**config.mk**
```make
export PLATFORM = sky130hd
export DESIGN_NAME = pattern_lock_detector
export DESIGN_NICKNAME = d
export VERILOG_FILES = /design/src/rtl/pattern_lock_pkg.sv /design/src/rtl/pattern_lock_compare.sv /design/src/rtl/pattern_lock_detector.sv
export SDC_FILE = /design/constraint.sdc
export NUM_CORES = 1
export LEC_CHECK = 0
export CORE_MARGIN = 3
export CORE_UTILIZATION = 50
export CTS_BUF_LIST = sky130_fd_sc_hd__clkbuf_16
export DETAILED_ROUTE_END_ITERATION = 6
export PLACE_DENSITY = 0.9
export SYNTH_ARGS = -nofsm -noshare
export SYNTH_HDL_FRONTEND = slang
export SYNTH_SLANG_ARGS = --single-unit
export TNS_END_PERCENT = 1
```
**constraint.sdc**
```tcl
create_clock -name clk -period 3.8 [get_ports clk]
set_input_delay 0.76 -clock clk [delete_from_list [all_inputs] [get_ports clk]]
set_output_delay 0.76 -clock clk [all_outputs]
set_load 0.02 [all_outputs]
```
**src/rtl/pattern_lock_pkg.sv**
```systemverilog
// Shared state encoding for the pattern lock detector.
// The optional per-bit compare mask is enabled with the PATTERN_MASK_EN macro.
package pattern_lock_pkg;

    localparam int STATE_W = 2;

    typedef enum logic [STATE_W-1:0] {
        ST_SEARCH   = 2'd0,
        ST_VERIFY   = 2'd1,
        ST_LOCKED   = 2'd2,
        ST_FLYWHEEL = 2'd3
    } lock_state_t;

endpackage

```
**src/rtl/pattern_lock_compare.sv**
```systemverilog
// Combinational masked word compare: match when every enabled bit agrees.
// Built once per bit so a cleared mask bit fully removes that lane from the compare.
module pattern_lock_compare #(
    parameter int SEQUENCE_WIDTH = 3
) (
    input  logic [SEQUENCE_WIDTH-1:0] sequence_word,
    input  logic [SEQUENCE_WIDTH-1:0] pattern,
    input  logic [SEQUENCE_WIDTH-1:0] mask,
    output logic                      match
);

    logic [SEQUENCE_WIDTH-1:0] bit_miss;

    generate
        for (genvar gi = 0; gi < SEQUENCE_WIDTH; gi++) begin : g_lane
            assign bit_miss[gi] = (sequence_word[gi] ^ pattern[gi]) & mask[gi];
        end
    endgenerate

    assign match = ~|bit_miss;

endmodule

```
**src/rtl/pattern_lock_detector.sv**
```systemverilog
// Programmable pattern detector with SEARCH/VERIFY/LOCKED/FLYWHEEL lock FSM.
// Define PATTERN_MASK_EN to expose the per-bit mask port; otherwise full-width equality.
module pattern_lock_detector
    import pattern_lock_pkg::*;
#(
    parameter int SEQUENCE_WIDTH = 3,
    parameter int LOCK_COUNT     = 2,
    parameter int UNLOCK_COUNT   = 2,
    parameter int CNT_WIDTH      = 4
) (
    input  logic                      clk,
    input  logic                      resetn,
    input  logic                      enable,
    input  logic                      clear,
    // "sequence" is a reserved word, hence the suffix
    input  logic [SEQUENCE_WIDTH-1:0] sequence_word,
    input  logic [SEQUENCE_WIDTH-1:0] pattern,
`ifdef PATTERN_MASK_EN
    input  logic [SEQUENCE_WIDTH-1:0] mask,
`endif
    output logic                      valid_flag,
    output logic                      lock_lost,
    output logic [CNT_WIDTH-1:0]      match_count,
    output logic [STATE_W-1:0]        state
);

    localparam logic [CNT_WIDTH-1:0] CNT_MAX      = '1;
    localparam logic [CNT_WIDTH-1:0] CNT_ONE      = CNT_WIDTH'(1);
    localparam logic [CNT_WIDTH-1:0] LOCK_CNT_C   = CNT_WIDTH'(LOCK_COUNT);
    localparam logic [CNT_WIDTH-1:0] UNLOCK_CNT_C = CNT_WIDTH'(UNLOCK_COUNT);

    lock_state_t                state_reg;
    logic                       valid_reg;
    logic                       lost_reg;
    logic [CNT_WIDTH-1:0]       match_cnt_reg;
    logic [CNT_WIDTH-1:0]       miss_cnt_reg;

    logic [SEQUENCE_WIDTH-1:0]  mask_eff;
    logic                       match;
    logic [CNT_WIDTH-1:0]       match_cnt_next;
    logic [CNT_WIDTH-1:0]       miss_cnt_next;

`ifdef PATTERN_MASK_EN
    assign mask_eff = mask;
`else
    assign mask_eff = '1;
`endif

    pattern_lock_compare #(
        .SEQUENCE_WIDTH (SEQUENCE_WIDTH)
    ) u_compare (
        .sequence_word (sequence_word),
        .pattern       (pattern),
        .mask          (mask_eff),
        .match         (match)
    );

    // Saturating increments used by the FSM below
    assign match_cnt_next = (match_cnt_reg == CNT_MAX) ? CNT_MAX : match_cnt_reg + CNT_ONE;
    assign miss_cnt_next  = (miss_cnt_reg  == CNT_MAX) ? CNT_MAX : miss_cnt_reg  + CNT_ONE;

    always_ff @(posedge clk or negedge resetn) begin
        if (!resetn) begin
            state_reg     <= ST_SEARCH;
            valid_reg     <= 1'b0;
            lost_reg      <= 1'b0;
            match_cnt_reg <= '0;
            miss_cnt_reg  <= '0;
        end else begin
            lost_reg <= 1'b0;
            if (clear) begin
                state_reg     <= ST_SEARCH;
                valid_reg     <= 1'b0;
                match_cnt_reg <= '0;
                miss_cnt_reg  <= '0;
            end else if (enable) begin
                match_cnt_reg <= match ? match_cnt_next : '0;
                case (state_reg)
                    ST_SEARCH: begin
                        if (match) begin
                            if (LOCK_COUNT == 1) begin
                                state_reg <= ST_LOCKED;
                                valid_reg <= 1'b1;
                            end else begin
                                state_reg <= ST_VERIFY;
                            end
                        end
                    end
                    ST_VERIFY: begin
                        if (!match) begin
                            state_reg <= ST_SEARCH;
                        end else if (match_cnt_next >= LOCK_CNT_C) begin
                            state_reg <= ST_LOCKED;
                            valid_reg <= 1'b1;
                        end
                    end
                    ST_LOCKED: begin
                        if (!match) begin
                            if (UNLOCK_COUNT == 1) begin
                                state_reg <= ST_SEARCH;
                                valid_reg <= 1'b0;
                                lost_reg  <= 1'b1;
                            end else begin
                                state_reg    <= ST_FLYWHEEL;
                                miss_cnt_reg <= CNT_ONE;
                            end
                        end
                    end
                    ST_FLYWHEEL: begin
                        if (match) begin
                            state_reg    <= ST_LOCKED;
                            miss_cnt_reg <= '0;
                        end else if (miss_cnt_next >= UNLOCK_CNT_C) begin
                            state_reg    <= ST_SEARCH;
                            valid_reg    <= 1'b0;
                            lost_reg     <= 1'b1;
                            miss_cnt_reg <= '0;
                        end else begin
                            miss_cnt_reg <= miss_cnt_next;
                        end
                    end
                    default: begin
                        state_reg    <= ST_SEARCH;
                        valid_reg    <= 1'b0;
                        miss_cnt_reg <= '0;
                    end
                endcase
            end
        end
    end

    assign valid_flag  = valid_reg;
    assign lock_lost   = lost_reg;
    assign match_count = match_cnt_reg;
    assign state       = state_reg;

endmodule

```
==> run_results.csv, run 1 <==
group,metric,value,unit
grt,busiest_layer,"met2",
placement,hpwl,1170,microns
placement,dpl.cell_count,107,
hold_path,hp-class,"register to register",
grt,use_met1,26.7,%
final_layout,sh_comb_area,39.5,%
worst_setup_path,cp-start-kind,"input port",
status,status,"finished clean",
run,log.warning_count,26,
final_layout,inverters,3,
logic_synthesis,syn_avg_cell_area,8.87,sq um
sta,drv_slew,0,
grt,antenna_found_initial,0,
grt,met3_usage,4.56,%
clock_network,cts_root_buf,"clkbuf_16",
grt,grt_max_degree,13,
logic_synthesis,numSynthFlops,12,
worst_setup_path,regToRegStartpoint,"match_count[0]",
grt,grt_pass1_wl,3070,microns
grt,use_met2,34.5,%
drt,ant_nets,0,
power_and_ir_drop,vdd_drop_max,0.000289,V
final_layout,comb_cells,61,
clock_network,cts_sinks,12,
final_layout,drive_above_1_share,7.22,%
logic_synthesis,syn_inst,79,
power_and_ir_drop,p_total,0.363,mW
final_layout,buffers,17,
floorplanning,die_h,43.4,microns
logic_synthesis,postSynthSeqShare,42.9,%
drt,vias_per_cell,6.50,
drt,top_layer_used,"met4",
run,cap_violations,0,
sta,final-setup-viol-count,0,
worst_setup_path,endpoint_kind,"register",
logic_synthesis,synthesis.area,701,sq um
worst_setup_path,required,3.95,ns
clock_network,cts_buffers,3,
sta,slew_headroom,63.0,%
sta,timing.setup.tns,0,ns
hold_path,min_to,"miss_cnt_reg[3]",
run 1: where the power goes:
group / internal, mW / leakage, nW / switching (mW)
sequential: 0.129 / 0.167 / 0.00238
clock: 0.139 / 0.0385 / 0.0580
combinational: 0.0159 / 0.189 / 0.0191
run 1: worst max path at each step:
stage	cells after the start	start	slack, ns	to
after floorplan	5	pattern[0]	1.79	valid_flag
after global placement	5	enable	1.27	state[0]
after detailed placement	6	pattern[0]	1.23	valid_flag
after CTS	6	pattern[0]	1.48	valid_flag
after global routing	6	pattern[0]	1.33	valid_flag
final	5	enable	1.48	state[0]
run 1: cell usage after synthesis:
library cell / count
ha_1: 2
or2_1: 1
a211oi_1: 2
a41oi_1: 1
nand2b_1: 2
a211o_1: 1
nor4_1: 1
a211o_2: 1
nand2_1: 7
and2_1: 3
a21boi_0: 1
nand3_1: 4
clkbuf_1: 3
and3_1: 1
dfrtp_1: 12
or4b_1: 1
o31ai_1: 1
nor3b_1: 1
nor3_1: 2
inv_2: 1
o21ai_1: 1
inv_1: 2
o211ai_1: 1
nor3_4: 1
a21oi_1: 8
or3_1: 1
a22o_1: 1
nand4_1: 1
a31oi_1: 1
o21ai_0: 4
or2_2: 1
xor2_1: 3
nor2_1: 6
run 1: critical path: cells and delay by family:
kind / cells / cell delay [ns]
AND/OR/NAND/NOR: 1 / 0.40
buffers and inverters: 2 / 0.90
AND-OR/OR-AND: 2 / 0.42
run 1: kinds of logic after synthesis:
group	after synthesis	synth area share (%)
compound gates	23	20.7
xor+xnor	3	3.75
fa+ha+maj	2	3.57
buf+inv	6	3.21
flops	12	42.9
simple gates	33	25.9
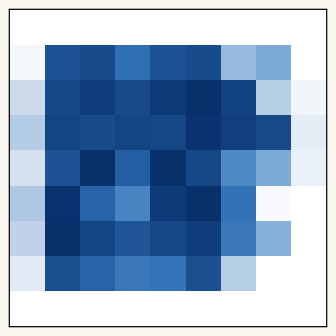
Figure 1: run 1, local utilization.
9 x 9 tiles, from white (low) to dark blue (high), 0 to 100% covered.
- tiles over 75% full: 42%
- emptiest ninth of the die: lower right
- mean over tiles: 50%
- nearly empty tiles: 28%

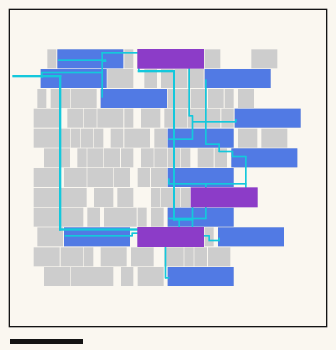
Figure 2: run 1, routed clock nets over the placement.
Bar = 10 microns.
- purple: clock drivers (count 3)
- cyan: clock wires (length 202 microns)
- blue: flip-flops (count 12)
- routed clock nets: 4
clk pwr: 0.197 mW
clock skew: 0.00391 ns
Clock Power Share: 54.2%

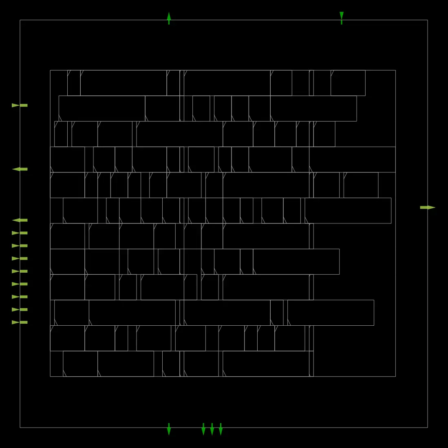
Figure 3: run 1, placed standard cells.
Non-Filler Instances: 111
flop share of the area: 31.4%
flop count: 12
fill count: 73
TAP cells: 14

==> run 2, diff against run 1 <==
--- a/config.mk
+++ b/config.mk
@@ -5,11 +5,12 @@
 export SDC_FILE = /design/constraint.sdc
 export NUM_CORES = 1
 export LEC_CHECK = 0
+export CORE_ASPECT_RATIO = 1.2
 export CORE_MARGIN = 3
-export CORE_UTILIZATION = 50
+export CORE_UTILIZATION = 42
 export CTS_BUF_LIST = sky130_fd_sc_hd__clkbuf_16
 export DETAILED_ROUTE_END_ITERATION = 6
-export PLACE_DENSITY = 0.9
+export PLACE_DENSITY = 0.82
 export SYNTH_ARGS = -nofsm -noshare
 export SYNTH_HDL_FRONTEND = slang
 export SYNTH_SLANG_ARGS = --single-unit
==> constraint.sdc (replaced) <==
create_clock -name clk -period 2.1 [get_ports clk]
set_input_delay 0.42 -clock clk [delete_from_list [all_inputs] [get_ports clk]]
set_output_delay 0.42 -clock clk [all_outputs]
set_load 0.02 [all_outputs]
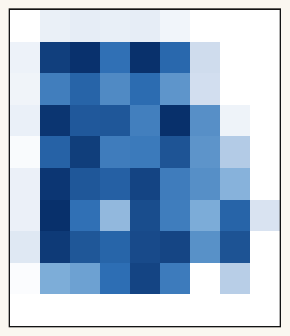
Figure 4: run 2, local utilization.
9 x 10 tiles, from white (low) to dark blue (high), 0 to 100% covered.
- densest ninth of the die: centre
- fullest tile: 100%
- mean over tiles: 44%

==> run_results.csv, run 2 <==
group,metric,value,unit
logic_synthesis,synthFlopType,"dfrtp_1",
run,cap_violations,0,
logic_synthesis,yosysMostFrequentCell,"dfrtp_1",
sta,final-setup-viol-count,0,
logic_synthesis,async_flop_share,100,%
power_and_ir_drop,switching_share,20.1,%
clock_network,cts_root_buf,"clkbuf_16",
floorplanning,die_h,50.7,microns
power_and_ir_drop,vdd_drop_max,0.000384,V
worst_setup_path,crit_buf_inv,1,
power_and_ir_drop,p_int,0.517,mW
power_and_ir_drop,p_total,0.647,mW
logic_synthesis,synthesis.area,701,sq um
status,status,"finished clean",
clock_network,cts_sinks,12,
drt,ant_nets,0,
logic_synthesis,synthTopCellsByCount,"12 x dfrtp_1, 8 x a21oi_1, 7 x nand2_1",
drt,vias_per_cell,5.66,
logic_synthesis,syn_avg_cell_area,8.87,sq um
power_and_ir_drop,switching_power,0.130,mW
power_and_ir_drop,power_frac_seq,36.8,%
final_layout,drive_above_1_share,10.0,%
run 2: routing by layer:
layer  routed length, microns  global-route usage (%)
met4                       38                    11.6
met5                        0                       0
met1                      675                    19.8
met3                       86                    2.51
met2                      709                    26.6
run 2: stage by stage:
stage	instances	instance area, sq um
floorplan	79	701
global placement	113	903
detailed placement	113	903
CTS	117	982
global route	117	982
finish	117	982
run 2: area by class of cell:
type | instances | share of cell area, %
flip-flops and latches | 12 | 30.6
clock buffers | 3 | 7.64
well taps | 17 | 2.17
clock inverters | 1 | 0.382
multi-input cells | 61 | 38.5
inverters | 3 | 1.15
repair buffers | 20 | 19.6
run 2: kinds of logic (layout without fill, tap and decap cells):
| logic type | count (synthesis) | in the layout | synth area share [%] |
|---|---|---|---|
| buffers and inverters | 6 | 27 | 3.21 |
| adders and majority gates | 2 | 2 | 3.57 |
| DFF | 12 | 12 | 42.9 |
| xor gates and xnor gates | 3 | 3 | 3.75 |
| and+or+nand+nor | 33 | 33 | 25.9 |
| AOI/OAI and AO/OA | 23 | 23 | 20.7 |
run 2: power groups by stage:
stage	clock, mW	combinational, mW	sequential (mW)
floorplan	0	0.0304	0.241
global placement	0	0.0653	0.241
detailed placement	0	0.0664	0.241
CTS	0.348	0.0669	0.238
global route	0.360	0.0724	0.238
finish	0.343	0.0662	0.238
run 2: final timing paths:
kind	end	slack, ns	startpoint	cells past startpoint
worst min register to register	miss_cnt_reg[3]	0.48	miss_cnt_reg[3]	1
worst max-delay path	state[0]	0.26	state[0]	1
min in group asynchronous	state[0]	0.53	resetn	1
worst max register to register	valid_flag	0.28	match_count[0]	6
max in group asynchronous	match_count[2]	1.23	resetn	1
worst min-delay path	miss_cnt_reg[3]	0.48	miss_cnt_reg[3]	1
Power and IR drop assume default switching activity.
